## src/rtl/infra_seq_pkg.sv

```systemverilog
// Shared definitions for the reset sequencer: state encoding, counter and
// retry widths, and the registered output bundle.
package infra_seq_pkg;
  localparam int CNT_W   = 16;
  localparam int RETRY_W = 4;

  // Encodings are exported on seq_state, so values are fixed. 6 and 7 are illegal.
  typedef enum logic [2:0] {
    ST_WAIT_LOCK = 3'd0,
    ST_STABLE    = 3'd1,
    ST_IDLY_RST  = 3'd2,
    ST_WAIT_RDY  = 3'd3,
    ST_RUN       = 3'd4,
    ST_FAULT     = 3'd5
  } seq_state_e;

  typedef struct packed {
    logic idelay_rst;
    logic user_rst;
    logic done;
    logic fault;
  } seq_out_t;
endpackage

```

## src/rtl/infra_reset_sequencer_sync2.sv

```systemverilog
// Two-flop synchronizer, reset to 0.
//   clk_i  : destination clock
//   rst_i  : async active-high reset
//   d_i    : asynchronous input
//   q_o    : synchronized output, 2 edges after d_i changes
module sync2 (
  input  logic clk_i,
  input  logic rst_i,
  input  logic d_i,
  output logic q_o
);
  logic meta_q, q_q;

  always_ff @(posedge clk_i or posedge rst_i) begin
    if (rst_i) begin
      meta_q <= 1'b0;
      q_q    <= 1'b0;
    end else begin
      meta_q <= d_i;
      q_q    <= meta_q;
    end
  end

  assign q_o = q_q;
endmodule

```

## src/rtl/infra_reset_sequencer.sv

```systemverilog
// Power-up / recovery sequencer for the clock and IDELAYCTRL infrastructure.
// Waits for a stable clock-manager lock, pulses the IDELAYCTRL reset, waits
// for idelay_rdy (retrying on timeout), then releases the user reset.
//   sys_clk / sys_rst : clock and async active-high reset
//   sys_clk_lock      : clock-manager lock (async)
//   idelay_rdy        : IDELAYCTRL ready (async)
//   soft_rst          : software re-sequence request (level, sys_clk domain)
//   idelay_rst        : reset to IDELAYCTRL
//   user_rst          : reset for all user logic
//   seq_done          : high only in RUN
//   seq_fault         : high only in FAULT
//   retry_count       : IDELAY retries used (cumulative until sys_rst/soft_rst)
//   seq_state         : current state encoding
module infra_reset_sequencer
  import infra_seq_pkg::*;
#(
  parameter int LOCK_STABLE_CYCLES = 1024,
  parameter int IDELAY_RST_CYCLES  = 16,
  parameter int RDY_TIMEOUT        = 4096,
  parameter int MAX_RETRIES        = 3
) (
  input  logic               sys_clk,
  input  logic               sys_rst,
  input  logic               sys_clk_lock,
  input  logic               idelay_rdy,
  input  logic               soft_rst,
  output logic               idelay_rst,
  output logic               user_rst,
  output logic               seq_done,
  output logic               seq_fault,
  output logic [RETRY_W-1:0] retry_count,
  output logic [2:0]         seq_state
);
  localparam logic [CNT_W-1:0]   LOCK_LAST = CNT_W'(LOCK_STABLE_CYCLES - 1);
  localparam logic [CNT_W-1:0]   IRST_LAST = CNT_W'(IDELAY_RST_CYCLES - 1);
  localparam logic [CNT_W-1:0]   RDY_LAST  = CNT_W'(RDY_TIMEOUT - 1);
  localparam logic [RETRY_W-1:0] RETRY_MAX = RETRY_W'(MAX_RETRIES);

  logic lock_s, rdy_s;

  sync2 u_sync_lock (.clk_i(sys_clk), .rst_i(sys_rst), .d_i(sys_clk_lock), .q_o(lock_s));
  sync2 u_sync_rdy  (.clk_i(sys_clk), .rst_i(sys_rst), .d_i(idelay_rdy),   .q_o(rdy_s));

  seq_state_e         state_q, state_d;
  logic [CNT_W-1:0]   cnt_q, cnt_d;
  logic [RETRY_W-1:0] retry_q, retry_d;
  seq_out_t           out_q, out_d;

  // State register; outputs are registered from the next state so they
  // move on the same edge as seq_state.
  always_ff @(posedge sys_clk or posedge sys_rst) begin
    if (sys_rst) begin
      state_q <= ST_WAIT_LOCK;
      cnt_q   <= '0;
      retry_q <= '0;
      out_q   <= '{idelay_rst: 1'b1, user_rst: 1'b1, done: 1'b0, fault: 1'b0};
    end else begin
      state_q <= state_d;
      cnt_q   <= cnt_d;
      retry_q <= retry_d;
      out_q   <= out_d;
    end
  end

  // Next state. Lock loss is checked before any timeout/ready so a
  // coinciding timeout never bumps retry_count.
  always_comb begin
    state_d = state_q;
    retry_d = retry_q;
    if (soft_rst) begin
      state_d = ST_WAIT_LOCK;
      retry_d = '0;
    end else begin
      case (state_q)
        ST_WAIT_LOCK: if (lock_s) state_d = ST_STABLE;
        ST_STABLE: begin
          if (!lock_s)                 state_d = ST_WAIT_LOCK;
          else if (cnt_q == LOCK_LAST) state_d = ST_IDLY_RST;
        end
        ST_IDLY_RST: begin
          if (!lock_s)                 state_d = ST_WAIT_LOCK;
          else if (cnt_q == IRST_LAST) state_d = ST_WAIT_RDY;
        end
        ST_WAIT_RDY: begin
          if (!lock_s)    state_d = ST_WAIT_LOCK;
          else if (rdy_s) state_d = ST_RUN;
          else if (cnt_q == RDY_LAST) begin
            if (retry_q == RETRY_MAX) state_d = ST_FAULT;
            else begin
              retry_d = retry_q + RETRY_W'(1);
              state_d = ST_IDLY_RST;
            end
          end
        end
        ST_RUN:   if (!lock_s || !rdy_s) state_d = ST_WAIT_LOCK;
        ST_FAULT: state_d = ST_FAULT;
        default:  state_d = ST_WAIT_LOCK;
      endcase
    end
  end

  // Shared counter restarts on every state change.
  assign cnt_d = (state_d != state_q) ? '0 : cnt_q + CNT_W'(1);

  // Outputs decoded from the next state; illegal encodings look like reset.
  always_comb begin
    out_d = '{idelay_rst: 1'b1, user_rst: 1'b1, done: 1'b0, fault: 1'b0};
    case (state_d)
      ST_WAIT_RDY: out_d.idelay_rst = 1'b0;
      ST_RUN: begin
        out_d.idelay_rst = 1'b0;
        out_d.user_rst   = 1'b0;
        out_d.done       = 1'b1;
      end
      ST_FAULT: out_d.fault = 1'b1;
      default: ;
    endcase
  end

  assign idelay_rst  = out_q.idelay_rst;
  assign user_rst    = out_q.user_rst;
  assign seq_done    = out_q.done;
  assign seq_fault   = out_q.fault;
  assign retry_count = retry_q;
  assign seq_state   = state_q;
endmodule
```

## config.mk

```make
export PLATFORM = sky130hd
export DESIGN_NAME = infra_reset_sequencer
export DESIGN_NICKNAME = d
export VERILOG_FILES = /design/src/rtl/infra_seq_pkg.sv /design/src/rtl/infra_reset_sequencer_sync2.sv /design/src/rtl/infra_reset_sequencer.sv
export SDC_FILE = /design/constraint.sdc
export NUM_CORES = 1
export LEC_CHECK = 0
export ABC_AREA = 1
export CORE_MARGIN = 2
export CORE_UTILIZATION = 33
export CTS_CLUSTER_DIAMETER = 80
export DETAILED_ROUTE_END_ITERATION = 10
export HOLD_SLACK_MARGIN = 0.12
export MAX_ROUTING_LAYER = met4
export SYNTH_ARGS = -nofsm -noshare
export SYNTH_HDL_FRONTEND = slang
export SYNTH_HIERARCHICAL = 1
export SYNTH_SLANG_ARGS = --single-unit
```

## constraint.sdc

```tcl
create_clock -name sys_clk -period 2.1 [get_ports sys_clk]
set_input_delay 0.42 -clock sys_clk [delete_from_list [all_inputs] [get_ports sys_clk]]
set_output_delay 0.42 -clock sys_clk [all_outputs]
set_load 0.02 [all_outputs]
```

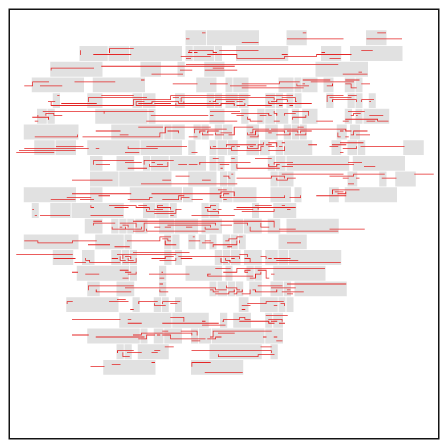
Figure 1: signal wires on met1.
share of all routed wire	52%
longest straight run	26.2 um
wire length on this layer	1590 um
nets with wire on the layer	217
main direction	horizontal
met1 capacity usage during global routing: 0.186
via count: 1251
detailed-route wire length: 3.08 mm

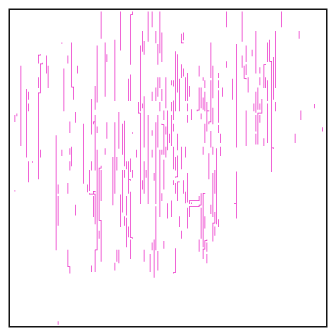
Figure 2: the metal 2 layer.
share of all routed wire	44%
longest straight run	26.9 um
wire length on this layer	1340 um
main direction	vertical

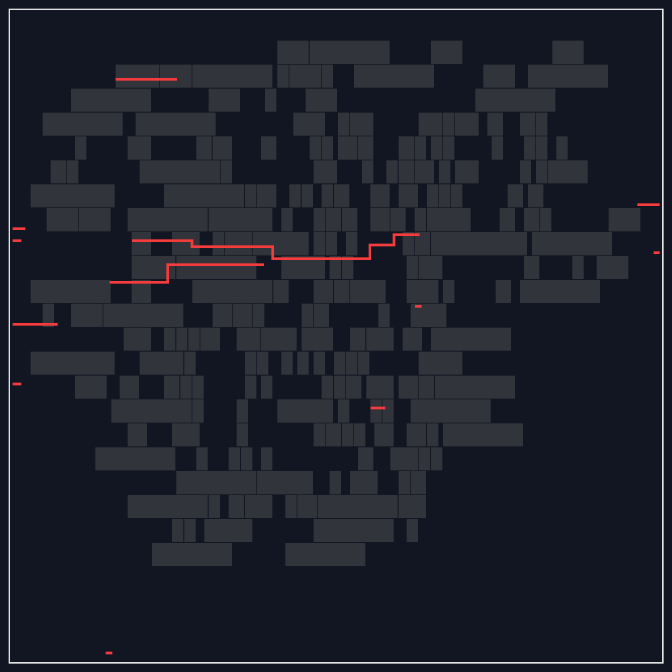
Figure 3: met3 routing.
wire length on this layer	75.0 um
longest straight run	11.0 um
nets with wire on the layer	9

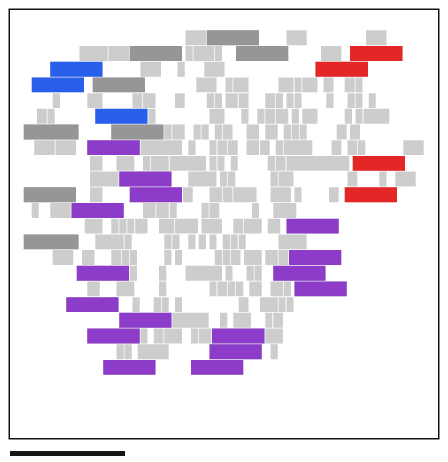
Figure 4: sequential cells grouped by signal name.
The bar under the picture is 20 um long.
colour	netlist name	sequential cells
red	`retry_count`	4
purple	`cnt_q`	16
blue	`seq_state`	3
not coloured	8
FF/Latch Area: 778 sq um
sequential share of cell area: 0.382
utilization after layout: 0.431
power attributed to sequential cells: 0.000631 W

==> run summary <==
The synthesis and PnR run went through. Among all flip-flop cells after synthesis, the most frequent one is sky130_fd_sc_hd__dfrtp_1. After detailed placement, the design holds a cell count of 279. Proportion of synthesized flip-flops having asynchronous set or reset landed at 1.00. Across all hold checks on the routed design, the worst slack comes to 0.342 ns. Via count of the first global-routing pass landed at 1224.

Walking the worst path, the cells encountered are ha_2, nand3_4, nor2_4, nand3_2, nand2_1, nand2_1, nand2_1, nand2_2, nand2_2, nand2_2, nand2_2, nand3_4, nor2_1. Layout inverter count without the clock tree landed at 31. Once synthesis finished, the tally of register bits stood at 31.

The setup path with the least slack is of type reg2reg. Looking at the global route congestion table, the highest-usage layer is met1. Fraction of met2 tracks used by global routing landed at 0.180. In this run, the synthesized area fraction spent on xor and xnor cells is recorded as 0.0539.

The cell sitting at the root of the clock tree is a sky130_fd_sc_hd__clkbuf_8. The first global-routing pass estimated 5.39 mm of wire. Per STA, the endpoint of the critical path is cnt_q[15]. Worst-case setup margin in the final layout landed at 0.218 ns.

In the per-layer summary, the met1 wirelength comes to 1.59 mm. For reference, the clock transition at the flip-flops on the worst setup and hold paths is 0.06 ns. The highest metal layer carrying signal wires in the routed design is met4. Per the cell usage report, the commonest logic cell in the layout is sky130_fd_sc_hd__nand2_1. Number of standard cells in the final layout excluding fillers landed at 288.

Final net count landed at 227. TritonCTS sink count landed at 31. The mapped netlist covers 1630 sq um. Ranked by total area, the top cell class in this layout is sequential cells.

Count of endpoints failing hold in the final timing report landed at 0. For flop-to-flop paths, the worst setup slack is 0.22 ns. In this run, the synthesized area fraction spent on AND-OR/OR-AND gates is recorded as 0.0370. The synthesis log from Yosys contains 6 warnings. Switching part of the total power landed at 0.215. The OpenROAD report gives the critical path a required time of 2.31 ns. cnt_q holds more flip-flops than any other register. Counting both buffers and inverters, the worst setup path holds a total of 0. Largest net degree at the start of global routing landed at 20.

Cell leakage power landed at 0.966 nW. In this run the standard cell core region covers 4720 sq um. The clock passes through at most 2 buffers. In the power breakdown, the biggest contributor is sequential cells. Slew at the pin closest to its max-slew limit landed at 0.441 ns. Number of cells on the worst reg-to-reg path landed at 13. Portion of synthesized cell area occupied by the leading cell type landed at 0.446.

DRC marker count from the first detailed-route iteration landed at 40. The share of the Yosys chip area taken by registers is 0.479. The run finished with clean final reports. Cell-internal power landed at 0.00104 W. The critical path starts at cnt_q[0]. The endpoint identified for the worst register-to-register timing path is cnt_q[15]. In the layout the commonest cells are sky130_fd_sc_hd__nand2_1, sky130_fd_sc_hd__dfrtp_1, sky130_fd_sc_hd__inv_1, sky130_fd_sc_hd__nor2_1, sky130_fd_sc_hd__nand3_1. Of the combinational cells, the family taking the most area is simple AND/OR/NAND/NOR gates. Pre-CTS setup slack landed at 0.0536 ns. Portion of netlist area occupied by mux cells landed at 0. STA classifies the critical path endpoint as a flop.

Number of well-tap cells placed landed at 67. Relative area change from synthesis to final layout landed at 25.3%. Vertical extent of the die landed at 74.2 um. Number of multi-input logic gates landed at 131. Adder-cell share of the synthesized area landed at 0.0154. The routed layout reports a DRC error count of 0. STA lists the startpoint of the worst register-to-register path as cnt_q[0]. Number of flip-flops under the largest register name landed at 16. VDD sags by at most 0.000468 V. Area of all placed cells without fillers landed at 2040 sq um.

Biggest fanout along the worst timing path landed at 8. Sorting the Yosys area breakdown by cell type puts at the top sky130_fd_sc_hd__dfrtp_1. Post-CTS setup repair buffer count landed at 0. The detailed router reports a met2 wire length of 1.34 mm.

Aggregate global routing overflow landed at 0. Counting plain and timing-repair buffers in the layout gives 20. The timing report shows the most common cell along the critical path to be sky130_fd_sc_hd__nand2_2. Switching power total landed at 0.000284 W. According to the timing report, the arrival time at the worst endpoint equals 2.09 ns.

Number of distinct library cells after synthesis landed at 27. Hold-fix buffer count after cts landed at 0. Of the total power, combinational logic draws 0.069. The report lists the number of standard-cell rows as 25. The layout report lists the clock-cell share of area as 0.0578. Average cell area after synthesis landed at 8.42 sq um.

STA classifies the critical path startpoint as a flop. In the final layout, the share of cells above drive strength 1 is 0.195. The H-tree was split into 2 levels. Per the summary, power density relative to cell area is 649 nW/um^2. Maximum clock frequency landed at 531 MHz. Total met3 wirelength after detailed routing landed at 75 um.

Port buffer count landed at 15. The HPWL after detailed placement is 2.34 mm. Overall chip area landed at 5500 sq um. Cell count after synthesis landed at 193.

Cell count listed in synth_stat.txt landed at 193. The max-slew check reports its worst relative slack as 0.706. By area the synthesized netlist is led by sky130_fd_sc_hd__dfrtp_1, sky130_fd_sc_hd__nand2_1, sky130_fd_sc_hd__inv_1. The power report attributes to the clock group a share of 0.454.

The kind of cell with the highest combined delay along the critical path is simple AND/OR/NAND/NOR gates. Core utilization at floorplan landed at 0.344. Summing over the stages, the warning tally comes to 26. After filler insertion, the fill cell instance count of the layout stands at 465.
## cells in the mapped netlist, types with 4 or more instances
master                     n
sky130_fd_sc_hd__nand2_1  33
sky130_fd_sc_hd__dfrtp_1  29
sky130_fd_sc_hd__inv_1    28
sky130_fd_sc_hd__nor2_1   25
sky130_fd_sc_hd__nand3_1  16
sky130_fd_sc_hd__nor2_2   10
sky130_fd_sc_hd__nand2_2   7
sky130_fd_sc_hd__xor2_1    6
sky130_fd_sc_hd__a21oi_1   5
sky130_fd_sc_hd__nor3_1    4
sky130_fd_sc_hd__o21ai_0   4
sky130_fd_sc_hd__xnor2_1   4
Power and IR drop assume default switching activity.
